## src/rtl/spi_pkg.sv

```systemverilog
// spi_pkg: shared state encoding and counter width helper for the SPI output serializer.
package spi_pkg;
   typedef enum logic [2:0] {IDLE, SETUP, HIGH, LOW, GAP} state_t;
   function automatic int cnt_w(input int n);
      return n > 1 ? $clog2(n) : 1;
   endfunction
endpackage

```

## src/rtl/spi_out_ctrl_if.sv

```systemverilog
// spi_out_ctrl_if: CPU-side word handshake plus the serial pin bundle.
interface spi_out_ctrl_if #(parameter int WIDTH = 16);
   logic             in_valid;
   logic [WIDTH-1:0] in_data;
   logic             in_ready;
   logic             busy;
   logic             done;
   logic             sclk;
   logic             sdata;
   logic             cs_n;
   modport master (output in_valid, in_data, input in_ready, busy, done, sclk, sdata, cs_n);
   modport slave  (input in_valid, in_data, output in_ready, busy, done, sclk, sdata, cs_n);
endinterface

```

## src/rtl/spi_shift_reg.sv

```systemverilog
// spi_shift_reg: parallel-load, shift-left register presenting its MSB.
module spi_shift_reg #(parameter int WIDTH = 16) (
   input  logic             clock,
   input  logic             reset,
   input  logic             load,
   input  logic             shift,
   input  logic [WIDTH-1:0] din,
   output logic             msb
);
   logic [WIDTH-1:0] q;
   always_ff @(posedge clock or posedge reset)
      if (reset) q <= '0;
      else if (load) q <= din;
      else if (shift) q <= {q[WIDTH-2:0], 1'b0};
   assign msb = q[WIDTH-1];
endmodule

```

## src/rtl/spi_out_ctrl.sv

```systemverilog
// spi_out_ctrl: serializes CPU words MSB-first onto sclk/sdata/cs_n with a one-word holding register.
module spi_out_ctrl import spi_pkg::*; #(
   parameter int WIDTH  = 16,
   parameter int DIV    = 4,
   parameter int CS_GAP = 2
) (
   input logic           clock,
   input logic           reset,
   spi_out_ctrl_if.slave bus
);
   localparam int PW = cnt_w(DIV > CS_GAP ? DIV : CS_GAP);
   localparam int BW = $clog2(WIDTH + 1);
   state_t           state, state_n;
   logic [PW-1:0]    phase;
   logic [BW-1:0]    bit_cnt;
   logic [WIDTH-1:0] hold;
   logic             hold_valid, phase_end, load, shift, msb, active;
   assign phase_end = phase == PW'(state == GAP ? CS_GAP - 1 : DIV - 1);
   assign load      = hold_valid && (state == IDLE || (state == GAP && phase_end));
   assign shift     = state == HIGH && phase_end;
   always_comb begin
      state_n = state;
      case (state)
         IDLE:    state_n = hold_valid ? SETUP : IDLE;
         SETUP:   state_n = phase_end ? HIGH : SETUP;
         HIGH:    state_n = phase_end ? LOW : HIGH;
         LOW:     state_n = phase_end ? (bit_cnt == BW'(WIDTH) ? GAP : HIGH) : LOW;
         GAP:     state_n = phase_end ? (hold_valid ? SETUP : IDLE) : GAP;
         default: state_n = IDLE;
      endcase
   end
   always_ff @(posedge clock or posedge reset)
      if (reset) begin
         state      <= IDLE;
         phase      <= '0;
         bit_cnt    <= '0;
         hold       <= '0;
         hold_valid <= 1'b0;
      end else begin
         state   <= state_n;
         phase   <= (state_n != state || state == IDLE) ? '0 : phase + 1'b1;
         bit_cnt <= load ? '0 : bit_cnt + BW'(shift);
         // a load always frees the slot; in_ready is low that cycle so no accept can collide
         if (load) hold_valid <= 1'b0;
         else if (bus.in_valid && !hold_valid) begin
            hold_valid <= 1'b1;
            hold       <= bus.in_data;
         end
      end
   spi_shift_reg #(.WIDTH(WIDTH)) u_shift (
      .clock(clock), .reset(reset), .load(load), .shift(shift), .din(hold), .msb(msb)
   );
   assign active       = state == SETUP || state == HIGH || state == LOW;
   assign bus.in_ready = !hold_valid;
   assign bus.busy     = state != IDLE;
   assign bus.done     = state == GAP && phase == '0;
   assign bus.sclk     = state == HIGH;
   assign bus.sdata    = active && msb;
   assign bus.cs_n     = !active;
endmodule

```

## src/flat_wrapper.sv

```systemverilog
// flat-port wrapper written by rule: the top's interface ports become plain ports
module spi_out_ctrl_flat import spi_pkg::*;
#(
   parameter int WIDTH  = 16,
   parameter int DIV    = 4,
   parameter int CS_GAP = 2
)
  (clock, reset, bus_in_valid, bus_in_data, bus_in_ready, bus_busy, bus_done, bus_sclk, bus_sdata, bus_cs_n);
  spi_out_ctrl_if #(.WIDTH(WIDTH)) bus_i ();
  input logic clock;
  input logic reset;
  input wire logic [$bits(bus_i.in_valid)-1:0] bus_in_valid;
  input wire logic [$bits(bus_i.in_data)-1:0] bus_in_data;
  output wire logic [$bits(bus_i.in_ready)-1:0] bus_in_ready;
  output wire logic [$bits(bus_i.busy)-1:0] bus_busy;
  output wire logic [$bits(bus_i.done)-1:0] bus_done;
  output wire logic [$bits(bus_i.sclk)-1:0] bus_sclk;
  output wire logic [$bits(bus_i.sdata)-1:0] bus_sdata;
  output wire logic [$bits(bus_i.cs_n)-1:0] bus_cs_n;
  assign bus_i.in_valid = bus_in_valid;
  assign bus_i.in_data = bus_in_data;
  assign bus_in_ready = bus_i.in_ready;
  assign bus_busy = bus_i.busy;
  assign bus_done = bus_i.done;
  assign bus_sclk = bus_i.sclk;
  assign bus_sdata = bus_i.sdata;
  assign bus_cs_n = bus_i.cs_n;
  spi_out_ctrl #(.WIDTH(WIDTH), .DIV(DIV), .CS_GAP(CS_GAP)) u_core (.clock(clock), .reset(reset), .bus(bus_i));
endmodule
```

## config.mk

```make
export PLATFORM = sky130hd
export DESIGN_NAME = spi_out_ctrl_flat
export DESIGN_NICKNAME = d
export VERILOG_FILES = /design/src/rtl/spi_pkg.sv /design/src/rtl/spi_out_ctrl_if.sv /design/src/rtl/spi_shift_reg.sv /design/src/rtl/spi_out_ctrl.sv /design/src/flat_wrapper.sv
export SDC_FILE = /design/constraint.sdc
export NUM_CORES = 1
export LEC_CHECK = 0
export ABC_AREA = 1
export CAP_MARGIN = 5
export CORE_ASPECT_RATIO = 0.7
export CORE_MARGIN = 4
export CORE_UTILIZATION = 55
export DETAILED_ROUTE_END_ITERATION = 8
export PLACE_DENSITY = 0.79
export SLEW_MARGIN = 15
export SYNTH_ARGS = -nofsm -noshare
export SYNTH_HDL_FRONTEND = slang
export SYNTH_SLANG_ARGS = --single-unit
```

## constraint.sdc

```tcl
create_clock -name clock -period 2.9 [get_ports clock]
set_input_delay 0.29 -clock clock [delete_from_list [all_inputs] [get_ports clock]]
set_output_delay 0.29 -clock clock [all_outputs]
set_load 0.05 [all_outputs]
```

### Routed metal per tile

Scale: 3 px per um. 16 x 12 tiles, from dark purple (low) to yellow (high), scaled to the fullest tile. Values are wire area over tile area, all layers added.
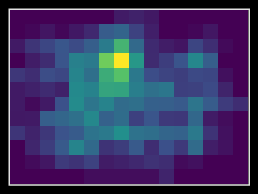
fullest tile: 0.74
emptiest ninth of the die: north-east
densest ninth of the die: centre
tiles over half the peak: 4.2%
Detailed Route WL: 3890 um
drt wl/cell: 14.3 um
via count: 1481
total track usage: 19.2%

### Selected gate families

Scale: 4 px per um.
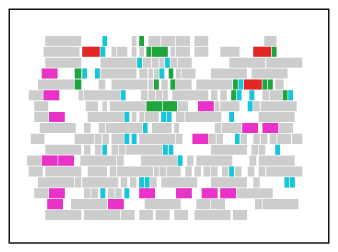
legend:
  cyan:
    family: inverters
    cells: 33
  green:
    family: NOR gates
    cells: 16
  red:
    family: adder and majority cells
    cells: 3
  magenta:
    family: multiplexers
    cells: 16
most numerous logic cell after layout: dfrtp_1
Comb area share: 31.1%
Non-Filler Instances: 272

### Cell placement

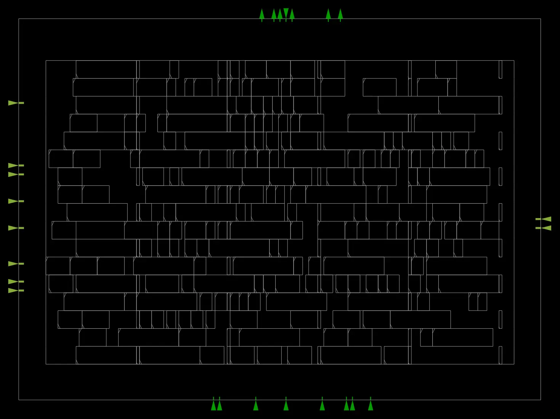
FP Rows: 17
fillers: 237
final core occ: 70.5%

### Wiring by layer

Scale: 4 px per um. Only two layers are drawn.
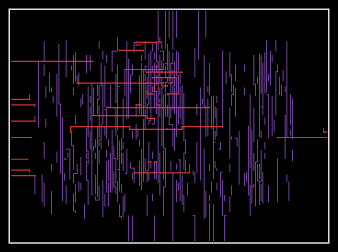
legend:
  purple:
    layer: metal 2
    wire_length: 1950 um
  red:
    layer: metal 3
    wire_length: 234 um

==> flow_metrics.tcl <==
# implementation run metrics
set metrics [dict create \
    hold_violations 0 \
    power.switching_w 0.000275 \
    yosysWarnings 0 \
    setup_violations 0 \
    yosys_cells 198 \
    holdWs_ps 441 \
    startpoint "u_core.state[2]" \
    worst_slew_pin_slew_ps 735 \
    grt_pass1_vias 1490 \
    grt_max_degree 44 \
    cts_hold_buffers 0 \
    fin_skew_ps 7.88 \
    r2r_cells 11 \
    r2r_slack_ps 820 \
    antenna_found_initial 0 \
    post_cts_resized 0 \
    chipArea_um2 4610 \
    critPathKind "reg -> out" \
    rsz0062_at_grt "false" \
    cp.required_ps 2610 \
    ys_ff 43 \
    rr_endpoint "u_core.bit_cnt[4]" \
    grt_util_met1_pct 23.5 \
    gp_congestion 0.902 \
    hold_class "in -> async" \
    top_area_share_pct 54.7 \
    ys_area_um2 1970 \
    status "finished, final reports clean" \
    end_kind "output pin" \
    leakage_nw 1.08 \
    clock_sinks 43 \
    cts_setup_buffers 0 \
    antenna_cells 0 \
    route.antenna.remaining_nets 0 \
    path_cells "nor3_2 > clkdlybuf4s50_1" \
    drive_gt1_share_pct 15.1 \
    maxCapViolations 0 \
    clk_pin_slew_ps 80 \
    syn-cell-area_um2 1970 \
    reg2reg_from "u_core.state[0]" \
    internal_power_w 0.000954 \
    period_minus_slack_ps 2310 \
    place_ws_ps 854 \
    fin_ws_ps 593 \
    clk_latency_ps 290 \
    first_pass_iters 4 \
    pwr-share-comb_pct 10.6 \
    fp_util_pct 59.7 \
    pwr_density_cell_nw_per_um2 529 \
]
## registers in the layout, summed over array words and instances, names as in the netlist
signal / count
u_core.hold: 16
u_core.u_shift.q: 16
u_core.bit_cnt: 5
u_core.state: 3
u_core.phase: 2
u_core.hold_valid: 1
## layer usage
| metal | vias to the layer above | share of wire, % |
|---|---|---|
| li1 | 705 | - |
| met5 | - | 0 |
| met1 | 717 | 42 |
| met2 | 49 | 50 |
| met4 | 0 | 2.3 |
| met3 | 10 | 6.0 |
## cell usage after synthesis, drive strengths merged
library cell	n
and3	1
o221ai	2
o21ai	44
buf	6
a21oi	3
inv	33
nand2	20
xor2	2
nand4	2
ha	3
mux2	16
nor3	3
nor2	13
o211ai	1
dfrtp	43
nand3	6
## metrics by stage
stage / total power, W / std cells / instance area (um^2)
3_3_place_gp: 0.000857 / 265 / 2240
6_report: 0.00123 / 272 / 2320
4_1_cts: 0.00124 / 272 / 2320
3_5_place_dp: 0.000869 / 265 / 2240
2_1_floorplan: 0.000813 / 198 / 1970
5_1_grt: 0.00128 / 272 / 2320
## cells by family (layout without fill, tap and decap cells)
| kind of cell | count (synthesis) | after routing | share of synthesized area, % |
|---|---|---|---|
| AOI/OAI and AO/OA | 50 | 50 | 13.4 |
| xor gates and xnor gates | 2 | 2 | 0.890 |
| adders and majority gates | 3 | 3 | 1.91 |
| buffers and inverters | 39 | 66 | 8.65 |
| DFF | 43 | 43 | 54.7 |
| muxes | 16 | 16 | 9.15 |
| and+or+nand+nor | 45 | 45 | 11.3 |
## worst max-delay path: cells and delay by family (launching register included)
family / cells / cell delay [ps]
simple gates: 1 / 370
buf+inv: 1 / 870
flops: 1 / 490
## layout make-up
class,instances,area [um^2],area share [%]
clock inverters,1,5.00,0.215
flip-flops and latches,43,1080,46.3
well taps,47,58.8,2.53
inverters,33,124,5.33
repair buffers,26,255,11.0
multi-input cells,116,722,31.1
clock buffers,6,82.6,3.55
## power groups by stage
stage / combinational, W / clock, W / sequential [W]
floorplan: 0.0000915 / 0 / 0.000721
global placement: 0.000125 / 0 / 0.000732
detailed placement: 0.000133 / 0 / 0.000736
CTS: 0.000133 / 0.000382 / 0.000725
global route: 0.000144 / 0.000405 / 0.000734
finish: 0.000130 / 0.000374 / 0.000725
## cell usage in the layout, fill, tap and decap left out
cell and instances:
and3_1 1, dfrtp_1 43, xor2_1 2, buf_4 2
nand3_2 1, nor3_2 1, nand2_1 18, a21oi_2 1
inv_1 31, nor2_4 2, clkbuf_8 6, nand3_1 5
o211ai_1 1, nand4_1 2, o21ai_1 30, inv_2 2
ha_1 3, clkdlybuf4s50_1 24, mux2_2 16, a21oi_1 2
nand2_2 1, o221ai_1 2, nor3_1 2, nand2_4 1
nor2_1 11, o21ai_0 14, clkinv_2 1
## worst min path at each step
stage              startpoint                  end
2_1_floorplan  bus_in_data[0]       u_core.hold[0]
3_3_place_gp   u_core.hold[0]  u_core.u_shift.q[0]
3_5_place_dp   u_core.hold[0]  u_core.u_shift.q[0]
4_1_cts                 reset       u_core.hold[4]
5_1_grt                 reset  u_core.u_shift.q[2]
6_report                reset  u_core.u_shift.q[3]
Power is estimated from default activity; no workload was simulated.
